`src/rtl/des_iter_ctrl_if.sv`:
```
// Host/datapath control bundle for the iterative DES sequencer.
// The master side drives req; the slave (sequencer) drives everything else.
interface des_iter_ctrl_if #(
  parameter int W_RND = 5
);
  logic             req;
  logic             ack;
  logic             ld;
  logic             en;
  logic [W_RND-1:0] rnd;
  logic             sh2;
  logic             busy;

  modport master (
    output req,
    input  ack, ld, en, rnd, sh2, busy
  );

  modport slave (
    input  req,
    output ack, ld, en, rnd, sh2, busy
  );
endinterface

```
`src/rtl/des_iter_ctrl.sv`:
```
// Sequencer for the iterative DES datapath: one load strobe, then N_R round enables.
// Four-phase req/ack host handshake; all outputs are a Moore decode of registered state.
module des_iter_ctrl #(
  parameter int N_R   = 16,
  parameter int W_RND = 5
) (
  input  logic          clk,
  input  logic          rst,
  des_iter_ctrl_if.slave io
);

  typedef enum logic [1:0] {
    S_IDLE = 2'd0,
    S_LOAD = 2'd1,
    S_RUN  = 2'd2,
    S_DONE = 2'd3
  } state_e;

  localparam logic [W_RND-1:0] RND_LAST = W_RND'(N_R - 1);

  state_e           state_q, state_d;
  logic [W_RND-1:0] rnd_q, rnd_d;

  logic             ack_o, ld_o, en_o, sh2_o, busy_o;
  logic [W_RND-1:0] rnd_o;

  always_ff @(posedge clk) begin
    if (rst) begin
      state_q <= S_IDLE;
      rnd_q   <= '0;
    end else begin
      state_q <= state_d;
      rnd_q   <= rnd_d;
    end
  end

  // rnd only advances inside RUN; every other path returns it to zero.
  always_comb begin
    state_d = state_q;
    rnd_d   = '0;
    case (state_q)
      S_IDLE: begin
        if (io.req) state_d = S_LOAD;
      end
      S_LOAD: begin
        state_d = io.req ? S_RUN : S_IDLE;
      end
      S_RUN: begin
        if (!io.req) begin
          state_d = S_IDLE;
        end else if (rnd_q == RND_LAST) begin
          state_d = S_DONE;
        end else begin
          rnd_d = rnd_q + W_RND'(1);
        end
      end
      S_DONE: begin
        if (!io.req) state_d = S_IDLE;
      end
      default: begin
        state_d = S_IDLE;
      end
    endcase
  end

  always_comb begin
    ack_o  = 1'b0;
    ld_o   = 1'b0;
    en_o   = 1'b0;
    sh2_o  = 1'b0;
    busy_o = 1'b0;
    rnd_o  = '0;
    case (state_q)
      S_LOAD: begin
        ld_o   = 1'b1;
        busy_o = 1'b1;
      end
      S_RUN: begin
        en_o   = 1'b1;
        busy_o = 1'b1;
        rnd_o  = rnd_q;
        // DES key schedule rotates by one in rounds 1, 2, 9 and 16.
        sh2_o  = !((rnd_q == W_RND'(0)) || (rnd_q == W_RND'(1)) ||
                   (rnd_q == W_RND'(8)) || (rnd_q == W_RND'(15)));
      end
      S_DONE: begin
        ack_o = 1'b1;
      end
      default: begin
        ack_o = 1'b0;
      end
    endcase
  end

  assign io.ack  = ack_o;
  assign io.ld   = ld_o;
  assign io.en   = en_o;
  assign io.sh2  = sh2_o;
  assign io.busy = busy_o;
  assign io.rnd  = rnd_o;

endmodule

```
`src/flat_wrapper.sv`:
```
// flat-port wrapper written by rule: the top's interface ports become plain ports
module des_iter_ctrl_flat 
#(
  parameter int N_R   = 16,
  parameter int W_RND = 5
)
  (clk, rst, io_req, io_ack, io_ld, io_en, io_rnd, io_sh2, io_busy);
  des_iter_ctrl_if #(.W_RND(W_RND)) io_i ();
  input  logic clk;
  input  logic rst;
  input wire logic [$bits(io_i.req)-1:0] io_req;
  output wire logic [$bits(io_i.ack)-1:0] io_ack;
  output wire logic [$bits(io_i.ld)-1:0] io_ld;
  output wire logic [$bits(io_i.en)-1:0] io_en;
  output wire logic [$bits(io_i.rnd)-1:0] io_rnd;
  output wire logic [$bits(io_i.sh2)-1:0] io_sh2;
  output wire logic [$bits(io_i.busy)-1:0] io_busy;
  assign io_i.req = io_req;
  assign io_ack = io_i.ack;
  assign io_ld = io_i.ld;
  assign io_en = io_i.en;
  assign io_rnd = io_i.rnd;
  assign io_sh2 = io_i.sh2;
  assign io_busy = io_i.busy;
  des_iter_ctrl #(.N_R(N_R), .W_RND(W_RND)) u_core (.clk(clk), .rst(rst), .io(io_i));
endmodule
```
`config.mk`:
```
export PLATFORM = sky130hd
export DESIGN_NAME = des_iter_ctrl_flat
export DESIGN_NICKNAME = d
export VERILOG_FILES = /design/src/rtl/des_iter_ctrl_if.sv /design/src/rtl/des_iter_ctrl.sv /design/src/flat_wrapper.sv
export SDC_FILE = /design/constraint.sdc
export NUM_CORES = 1
export LEC_CHECK = 0
export ABC_AREA = 1
export CAP_MARGIN = 20
export CORE_AREA = 2 2 39 41
export DETAILED_ROUTE_END_ITERATION = 10
export DIE_AREA = 0 0 41 43
export HOLD_SLACK_MARGIN = 0.02
export PLACE_DENSITY_LB_ADDON = 0.25
export SKIP_CTS_REPAIR_TIMING = 1
export SYNTH_ARGS = -nofsm -noshare
export SYNTH_HDL_FRONTEND = slang
export SYNTH_SLANG_ARGS = --single-unit
```
`constraint.sdc`:
```
create_clock -name clk -period 2.2 [get_ports clk]
set_clock_uncertainty 0.2 [all_clocks]
set_input_delay 0.33 -clock clk [delete_from_list [all_inputs] [get_ports clk]]
set_output_delay 0.33 -clock clk [all_outputs]
set_load 0.005 [all_outputs]
```
==> results.yml <==
# yosys + openroad results
floorplan:
  rows: 14
  die-area_mm2: 0.00176
synth:
  yosys.area.top_type: "dfxtp_1"
  ys_chip_area_um2: 520
  synth_cells: 77
outcome:
  status: "completed"
drt:
  drc: 0
  drt_wl_total_um: 856
  dr.pass1.iters: 1
timing:
  fin_crit_ns: 2.07
  worst_pin_slew_ns: 0.222
  rsz0062_at_grt: "no"
  fin_crit_sh: 0.941
  finalHoldViolations: 0
  drv_slew: 0
worst_setup_path:
  crit_chain: "inv_1 > ha_1 > clkdlybuf4s50_1"
  r2r.worst_path.cells: 10
  path_delay_family: "buffers and inverters"
  path_max_fanout: 4
finish:
  stdcell_count: 109
global_routing:
  grt_overflow: 0
clocking:
  clk_path_buf_depth: 2
  path_clk_slew_ns: 0.05
  cts_made_buffers: 3
hold_path:
  holdCritStartpoint: "u_core.rnd_q[3]"
power:
  power_uw: 458
==> worst max path at each step <==
stage                         end              start
after floorplan            io_sh2    u_core.rnd_q[0]
after global placement     io_sh2  u_core.state_q[0]
after detailed placement   io_sh2    u_core.rnd_q[1]
after CTS                  io_sh2    u_core.rnd_q[1]
after global routing      io_busy  u_core.state_q[1]
final                     io_busy  u_core.state_q[1]
==> worst register-to-register path, stage by stage, from the launching register on <==
cell     delay, ns
dfxtp_1       0.39
ha_1          0.19
nand2_1       0.06
nor2_1        0.09
ha_1          0.14
inv_1         0.05
nand3_2       0.07
inv_2         0.05
nor2_1        0.15
nor2_1        0.06
nor2_1        0.09
==> logic make-up (layout without fill, tap and decap cells) <==
| group | count (synthesis) | count (layout) | synth area share |
|---|---|---|---|
| DFF | 7 | 7 | 0.269 |
| buffers and inverters | 22 | 38 | 0.173 |
| and+or+nand+nor | 34 | 34 | 0.288 |
| adders and majority gates | 9 | 9 | 0.216 |
| AOI/OAI and AO/OA | 5 | 5 | 0.0529 |
==> cell type report <==
| class | instances | area, µm² | area share |
|---|---|---|---|
| multi-input combinational | 48 | 303 | 0.433 |
| sequential | 7 | 140 | 0.200 |
| timing repair buffer | 13 | 130 | 0.186 |
| inverter | 21 | 78.8 | 0.113 |
| clock buffer | 3 | 22.5 | 0.0322 |
| tap | 16 | 20.0 | 0.0286 |
| clock inverter | 1 | 5.00 | 0.00716 |
==> flip-flops by register name, indices dropped and copies added (netlist names) <==
signal / flops
u_core.rnd_q: 5
u_core.state_q: 2
==> where the power goes <==
group / total [mW] / switching (mW) / internal, mW
Clock: 0.111 / 0.0446 / 0.0661
Combinational: 0.194 / 0.0974 / 0.0962
Sequential: 0.154 / 0.0142 / 0.140
Total: 0.458 / 0.156 / 0.302
==> per-layer routing <==
layer / wire [µm] / vias up / global-route usage / share of wire
met5: 0 / - / 0 / 0
met4: 0 / 0 / 0.0800 / 0
met3: 23 / 0 / 0.0157 / 0.027
met2: 377 / 6 / 0.169 / 0.44
met1: 455 / 178 / 0.176 / 0.53
li1: - / 256 / - / -
==> synthesized netlist by cell type (all sizes together) <==
master  instances
inv            21
nand2          15
nor2           14
ha              9
dfxtp           7
nand3           3
a21oi           2
o21ai           2
a21o            1
buf             1
nand4           1
nor3b           1
==> metrics by stage <==
stage | setup slack, ns | area [µm²]
finish | 0.130 | 699
global route | 0.0371 | 699
CTS | -0.159 | 684
detailed placement | 0.118 | 657
global placement | 0.133 | 657
floorplan | 0.608 | 520
Fig. 1: sequential cells grouped by signal name
Bar = 10 µm. Other cells in grey.
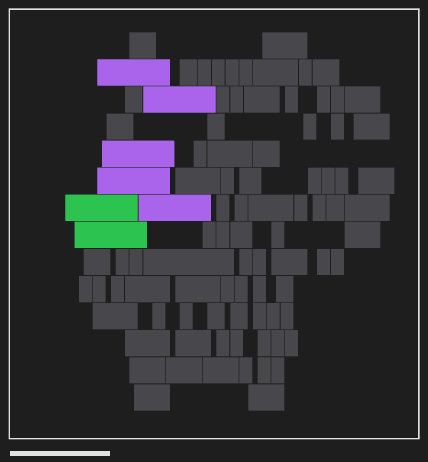
[green] u_core.state_q | flops: 2
[purple] u_core.rnd_q | flops: 5
final core occ: 0.505
Seq/total area: 0.200
sequential cell power: 154 µW
Flop area: 140 µm²

Fig. 2: congestion heat map
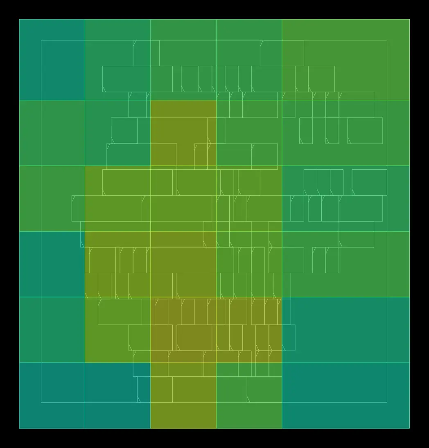
Tot GR Track Use: 0.124
Wirelength per Cell: 7.85 µm
met3 GRT Util: 0.0157
GR Layer Usage met2: 0.169

Power and IR drop assume default switching activity.
